**config.mk**
```make
export PLATFORM = sky130hd
export DESIGN_NAME = mem_port_arbiter_flat
export DESIGN_NICKNAME = d
export VERILOG_FILES = /design/src/rtl/mem_port_arbiter_if.sv /design/src/rtl/mem_port_arbiter.sv /design/src/flat_wrapper.sv
export SDC_FILE = /design/constraint.sdc
export NUM_CORES = 1
export LEC_CHECK = 0
export CORE_AREA = 2 2 206 208
export DETAILED_ROUTE_END_ITERATION = 16
export DIE_AREA = 0 0 208 210
export SLEW_MARGIN = 20
export SYNTH_ARGS = -nofsm -noshare
export SYNTH_HDL_FRONTEND = slang
export SYNTH_SLANG_ARGS = --single-unit
```
**constraint.sdc**
```tcl
create_clock -name clk -period 7.6 [get_ports clk]
set_clock_uncertainty 0.1 [all_clocks]
set_input_delay 2.28 -clock clk [delete_from_list [all_inputs] [get_ports clk]]
set_output_delay 2.28 -clock clk [all_outputs]
set_load 0.02 [all_outputs]
```
**src/rtl/mem_port_arbiter_if.sv**
```systemverilog
// Requester and memory-side bus of the two-port memory arbiter.
// master: requesters plus memory model; slave: the arbiter.
interface mem_port_arbiter_if #(
  parameter int NUM_REQ = 2,
  parameter int ADDR_W  = 64,
  parameter int DATA_W  = 64
);
  logic [NUM_REQ-1:0]        req_valid;
  logic [NUM_REQ-1:0]        req_ready;
  logic [NUM_REQ-1:0]        req_wen;
  logic [NUM_REQ*ADDR_W-1:0] req_addr;
  logic [NUM_REQ*DATA_W-1:0] req_wdata;
  logic [NUM_REQ-1:0]        resp_valid;
  logic [NUM_REQ-1:0]        resp_ready;
  logic [DATA_W-1:0]         resp_rdata;
  logic                      mem_en;
  logic                      mem_wen;
  logic [ADDR_W-1:0]         mem_addr;
  logic [DATA_W-1:0]         mem_wdata;
  logic [DATA_W-1:0]         mem_rdata;

  modport master (
    output req_valid, req_wen, req_addr,
    output req_wdata, resp_ready, mem_rdata,
    input  req_ready, resp_valid, resp_rdata,
    input  mem_en, mem_wen, mem_addr, mem_wdata
  );

  modport slave (
    input  req_valid, req_wen, req_addr,
    input  req_wdata, resp_ready, mem_rdata,
    output req_ready, resp_valid, resp_rdata,
    output mem_en, mem_wen, mem_addr, mem_wdata
  );
endinterface

```
**src/rtl/mem_port_arbiter.sv**
```systemverilog
// Two-requester single-port memory arbiter, IDLE/ACCESS/RESP FSM.
// MEM_PORT_ARB_RR_EN selects round-robin instead of fixed priority.
module mem_port_arbiter #(
  parameter int NUM_REQ = 2,
  parameter int ADDR_W  = 64,
  parameter int DATA_W  = 64
) (
  input logic               clk,
  input logic               reset,
  mem_port_arbiter_if.slave bus
);

  typedef enum logic [1:0] {
    IDLE,
    ACCESS,
    RESP
  } state_t;

  state_t             state;
  logic               owner;
  logic               wen_q;
  logic               sel;
  logic               hit;
  logic               grant;
  logic               g_wen;
  logic [ADDR_W-1:0]  g_addr;
  logic [DATA_W-1:0]  g_wdata;
  logic [NUM_REQ-1:0] owner_oh;
  logic               unused_bits;

`ifdef MEM_PORT_ARB_RR_EN
  logic rr_ptr;
`endif

  // Pick the winner among the valid requesters.
  always_comb begin
    hit = |bus.req_valid;
`ifdef MEM_PORT_ARB_RR_EN
    sel = bus.req_valid[rr_ptr] ? rr_ptr : ~rr_ptr;
`else
    sel = bus.req_valid[0] ? 1'b0 : 1'b1;
`endif
  end

  assign grant = (state == IDLE) && hit && !reset;

  assign g_wen = bus.req_wen[sel];

  assign g_addr = sel
    ? bus.req_addr[2*ADDR_W-1:ADDR_W]
    : bus.req_addr[ADDR_W-1:0];

  assign g_wdata = sel
    ? bus.req_wdata[2*DATA_W-1:DATA_W]
    : bus.req_wdata[DATA_W-1:0];

  // Memory is word-addressed; byte offset is dropped.
  assign unused_bits = ^g_addr[2:0];

  always_comb begin
    bus.req_ready = '0;
    if (grant) bus.req_ready[sel] = 1'b1;
  end

  always_comb begin
    owner_oh = '0;
    owner_oh[owner] = 1'b1;
  end

  always_ff @(posedge clk or posedge reset) begin
    if (reset) begin
      state          <= IDLE;
      owner          <= 1'b0;
      wen_q          <= 1'b0;
      bus.mem_en     <= 1'b0;
      bus.mem_wen    <= 1'b0;
      bus.mem_addr   <= '0;
      bus.mem_wdata  <= '0;
      bus.resp_valid <= '0;
      bus.resp_rdata <= '0;
`ifdef MEM_PORT_ARB_RR_EN
      rr_ptr         <= 1'b0;
`endif
    end else begin
      unique case (state)
        IDLE: begin
          if (grant) begin
            state         <= ACCESS;
            owner         <= sel;
            wen_q         <= g_wen;
            bus.mem_en    <= ~g_wen;
            bus.mem_wen   <= g_wen;
            bus.mem_addr  <= {g_addr[ADDR_W-1:3],
                              3'b000};
            bus.mem_wdata <= g_wdata;
`ifdef MEM_PORT_ARB_RR_EN
            rr_ptr        <= ~sel;
`endif
          end
        end
        ACCESS: begin
          state          <= RESP;
          bus.mem_en     <= 1'b0;
          bus.mem_wen    <= 1'b0;
          bus.resp_valid <= owner_oh;
          bus.resp_rdata <= wen_q ? '0
                                  : bus.mem_rdata;
        end
        RESP: begin
          if (bus.resp_ready[owner]) begin
            state          <= IDLE;
            bus.resp_valid <= '0;
          end
        end
        default: state <= IDLE;
      endcase
    end
  end

endmodule

```
**src/flat_wrapper.sv**
```systemverilog
// flat-port wrapper written by rule: the top's interface ports become plain ports
module mem_port_arbiter_flat 
#(
  parameter int NUM_REQ = 2,
  parameter int ADDR_W  = 64,
  parameter int DATA_W  = 64
)
  (clk, reset, bus_req_valid, bus_req_wen, bus_req_addr, bus_req_wdata, bus_resp_ready, bus_mem_rdata, bus_req_ready, bus_resp_valid, bus_resp_rdata, bus_mem_en, bus_mem_wen, bus_mem_addr, bus_mem_wdata);
  mem_port_arbiter_if #(.NUM_REQ(NUM_REQ), .ADDR_W(ADDR_W), .DATA_W(DATA_W)) bus_i ();
  input logic clk;
  input logic reset;
  input wire logic [$bits(bus_i.req_valid)-1:0] bus_req_valid;
  input wire logic [$bits(bus_i.req_wen)-1:0] bus_req_wen;
  input wire logic [$bits(bus_i.req_addr)-1:0] bus_req_addr;
  input wire logic [$bits(bus_i.req_wdata)-1:0] bus_req_wdata;
  input wire logic [$bits(bus_i.resp_ready)-1:0] bus_resp_ready;
  input wire logic [$bits(bus_i.mem_rdata)-1:0] bus_mem_rdata;
  output wire logic [$bits(bus_i.req_ready)-1:0] bus_req_ready;
  output wire logic [$bits(bus_i.resp_valid)-1:0] bus_resp_valid;
  output wire logic [$bits(bus_i.resp_rdata)-1:0] bus_resp_rdata;
  output wire logic [$bits(bus_i.mem_en)-1:0] bus_mem_en;
  output wire logic [$bits(bus_i.mem_wen)-1:0] bus_mem_wen;
  output wire logic [$bits(bus_i.mem_addr)-1:0] bus_mem_addr;
  output wire logic [$bits(bus_i.mem_wdata)-1:0] bus_mem_wdata;
  assign bus_i.req_valid = bus_req_valid;
  assign bus_i.req_wen = bus_req_wen;
  assign bus_i.req_addr = bus_req_addr;
  assign bus_i.req_wdata = bus_req_wdata;
  assign bus_i.resp_ready = bus_resp_ready;
  assign bus_i.mem_rdata = bus_mem_rdata;
  assign bus_req_ready = bus_i.req_ready;
  assign bus_resp_valid = bus_i.resp_valid;
  assign bus_resp_rdata = bus_i.resp_rdata;
  assign bus_mem_en = bus_i.mem_en;
  assign bus_mem_wen = bus_i.mem_wen;
  assign bus_mem_addr = bus_i.mem_addr;
  assign bus_mem_wdata = bus_i.mem_wdata;
  mem_port_arbiter #(.NUM_REQ(NUM_REQ), .ADDR_W(ADDR_W), .DATA_W(DATA_W)) u_core (.clk(clk), .reset(reset), .bus(bus_i));
endmodule
```
==> flow_metrics.tcl <==
# metrics dict for downstream scripts
set metrics [dict create \
    dp_slack_ns 0.804 \
    die_y_um 210 \
    root_buffer "clkbuf_16" \
    num-nets-final 1542 \
    reg.largest.list "u_core.bus.mem_wdata (64), u_core.bus.resp_rdata (64), u_core.bus.mem_addr (61)" \
    setup_viol 0 \
    slew_viol_final 0 \
    ys_cells 723 \
    clkSinkCount 197 \
    syn_area_per_cell_um2 13.4 \
    tool_warnings 35 \
    edf_count 0 \
    power.density_mw_per_mm2 380 \
    ys_warn_count 0 \
    crit_cells 5 \
    worst-endpoint-required_ns 5.22 \
    peakVddDrop_v 0.000205 \
    xor_area_frac 0 \
    startpoint "reset" \
    drc 0 \
    postSynthSeqShare 0.509 \
    final_cells 1771 \
    via_per_inst 4.16 \
    rr_worst_depth 4 \
    cpMaxStageDelayCell "or4_1" \
    rsz0062_at_grt "no" \
    p_switching_mw 2.20 \
    grt_pass1_vias 7892 \
    crit_path_end_kind "output port" \
    hp-class "reg -> reg" \
    crit_path_start_kind "input port" \
    status "completed" \
    antenna_found_initial 8 \
    cts_tree "done" \
    worstPathArrival_ns 4.39 \
    most_common_cell "dfrtp_1" \
    chipArea_mm2 0.0437 \
    r2r-start "u_core.state[0]$_DFFE_PP0P_" \
    power_frac_seq 0.314 \
    max-slew-margin-rel 0.199 \
    p_sw_frac 0.366 \
    drt_pass1_iterations 4 \
    hold_viol_final 0 \
    fp-row-count 75 \
    drtIter0Drc 225 \
    grt_max_degree 128 \
    rr_endpoint "u_core.bus.mem_addr[51]$_DFFE_PP0P_" \
]
layout make-up:
cell class | instances | area, um^2 | share of cell area
clock inverters | 11 | 148 | 0.00933
clock buffers | 21 | 460 | 0.0291
multi-input cells | 468 | 4320 | 0.273
flip-flops and latches | 197 | 4930 | 0.312
diodes | 5 | 12.5 | 0.000791
inverters | 6 | 33.8 | 0.00214
repair buffers | 524 | 5240 | 0.331
well taps | 539 | 674 | 0.0426
tightest hold or removal path, cell delays in order (launching register included):
cell and delay, ns:
dfrtp_1 0.34, nand2_1 0.05, o21ai_1 0.06
cell usage in the layout (no fill, tap or decap):
| master | n |
|---|---|
| nor2_1 | 4 |
| clkinvlp_4 | 2 |
| and2_1 | 1 |
| mux2i_1 | 1 |
| mux2_1 | 29 |
| a311oi_1 | 1 |
| nand2b_1 | 64 |
| nand3b_1 | 1 |
| diode_2 | 5 |
| clkbuf_8 | 2 |
| clkdlybuf4s50_1 | 515 |
| o211ai_1 | 1 |
| mux2_4 | 98 |
| nand2b_4 | 1 |
| dfrtp_1 | 197 |
| mux2_2 | 126 |
| clkbuf_1 | 2 |
| nand2_1 | 65 |
| buf_6 | 1 |
| clkinv_2 | 3 |
| inv_6 | 3 |
| bufinv_16 | 3 |
| o311ai_0 | 1 |
| inv_8 | 1 |
| nor3_1 | 1 |
| clkinv_4 | 1 |
| o221a_1 | 1 |
| buf_4 | 7 |
| buf_12 | 1 |
| or4_1 | 1 |
| inv_1 | 4 |
| nand3_1 | 1 |
| a21oi_1 | 2 |
| conb_1 | 3 |
| o21ai_1 | 65 |
| clkbuf_16 | 17 |
| a221oi_1 | 1 |
metal layers:
layer,vias up,wire [um],GRT usage
met4,0,731,0.0509
li1,3466,-,-
met2,334,16200,0.255
met5,-,0,0
met1,3543,13500,0.178
met3,30,3050,0.0648
Fig. 1: routing congestion map
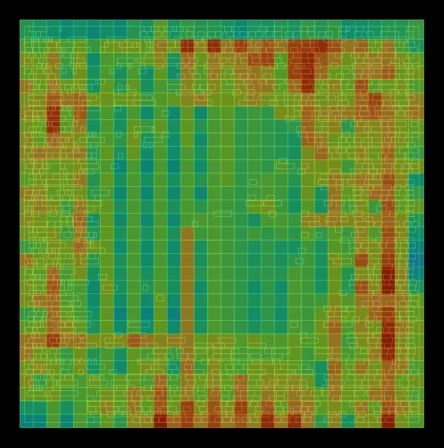
met3 Use GR: 0.0648
gr usage total: 0.153

Fig. 2: selected gate families
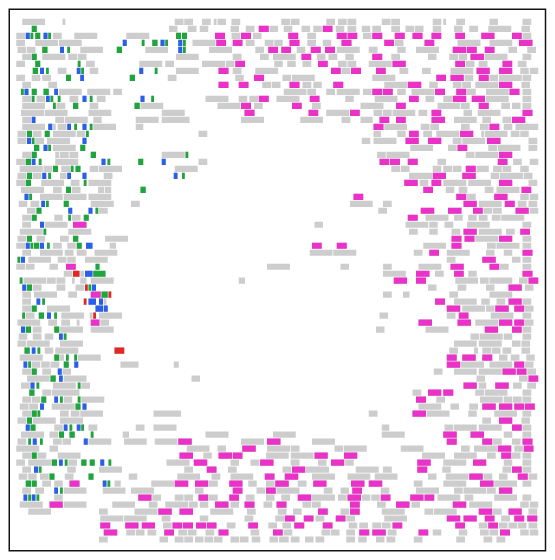
inverting AOI/OAI gates: marked blue, cells 71, most used o21ai_1, where a column on the left. NAND gates: marked green, cells 132, most used nand2_1, where a column on the left. multiplexers: marked magenta, cells 254, most used mux2_2. inverters: marked red, cells 6, most used inv_1, where left middle.

Fig. 3: wiring by layer
Two of the layers only.
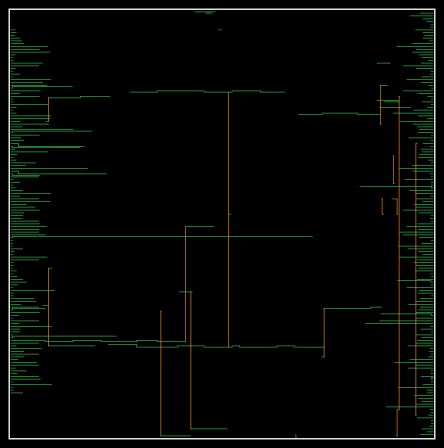
met4: marked orange, wire length 732 um. met3: marked green, wire length 3050 um.
final wirelength: 33500 um
Wirelength per Cell: 18.9 um

Fig. 4: sequential cells colored by netlist name
The bar under the picture is 50 um long. Other sequential cells in the stronger gray, the rest of the logic in the fainter gray.
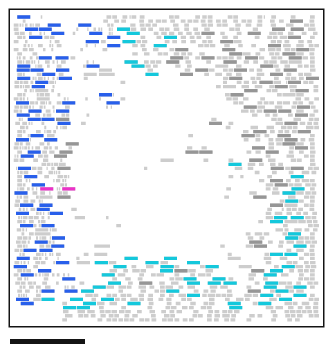
u_core.bus.resp_valid: marked magenta, flops 2. u_core.bus.mem_addr: marked cyan, flops 61, where all over the die. u_core.bus.resp_rdata: marked blue, flops 64, where a column on the left.
Core Util, Final: 0.381
sequential portion of the cell area: 0.312
sequential power: 1.89 mW
Reg area: 0.00493 mm^2

Power and IR drop assume default switching activity.
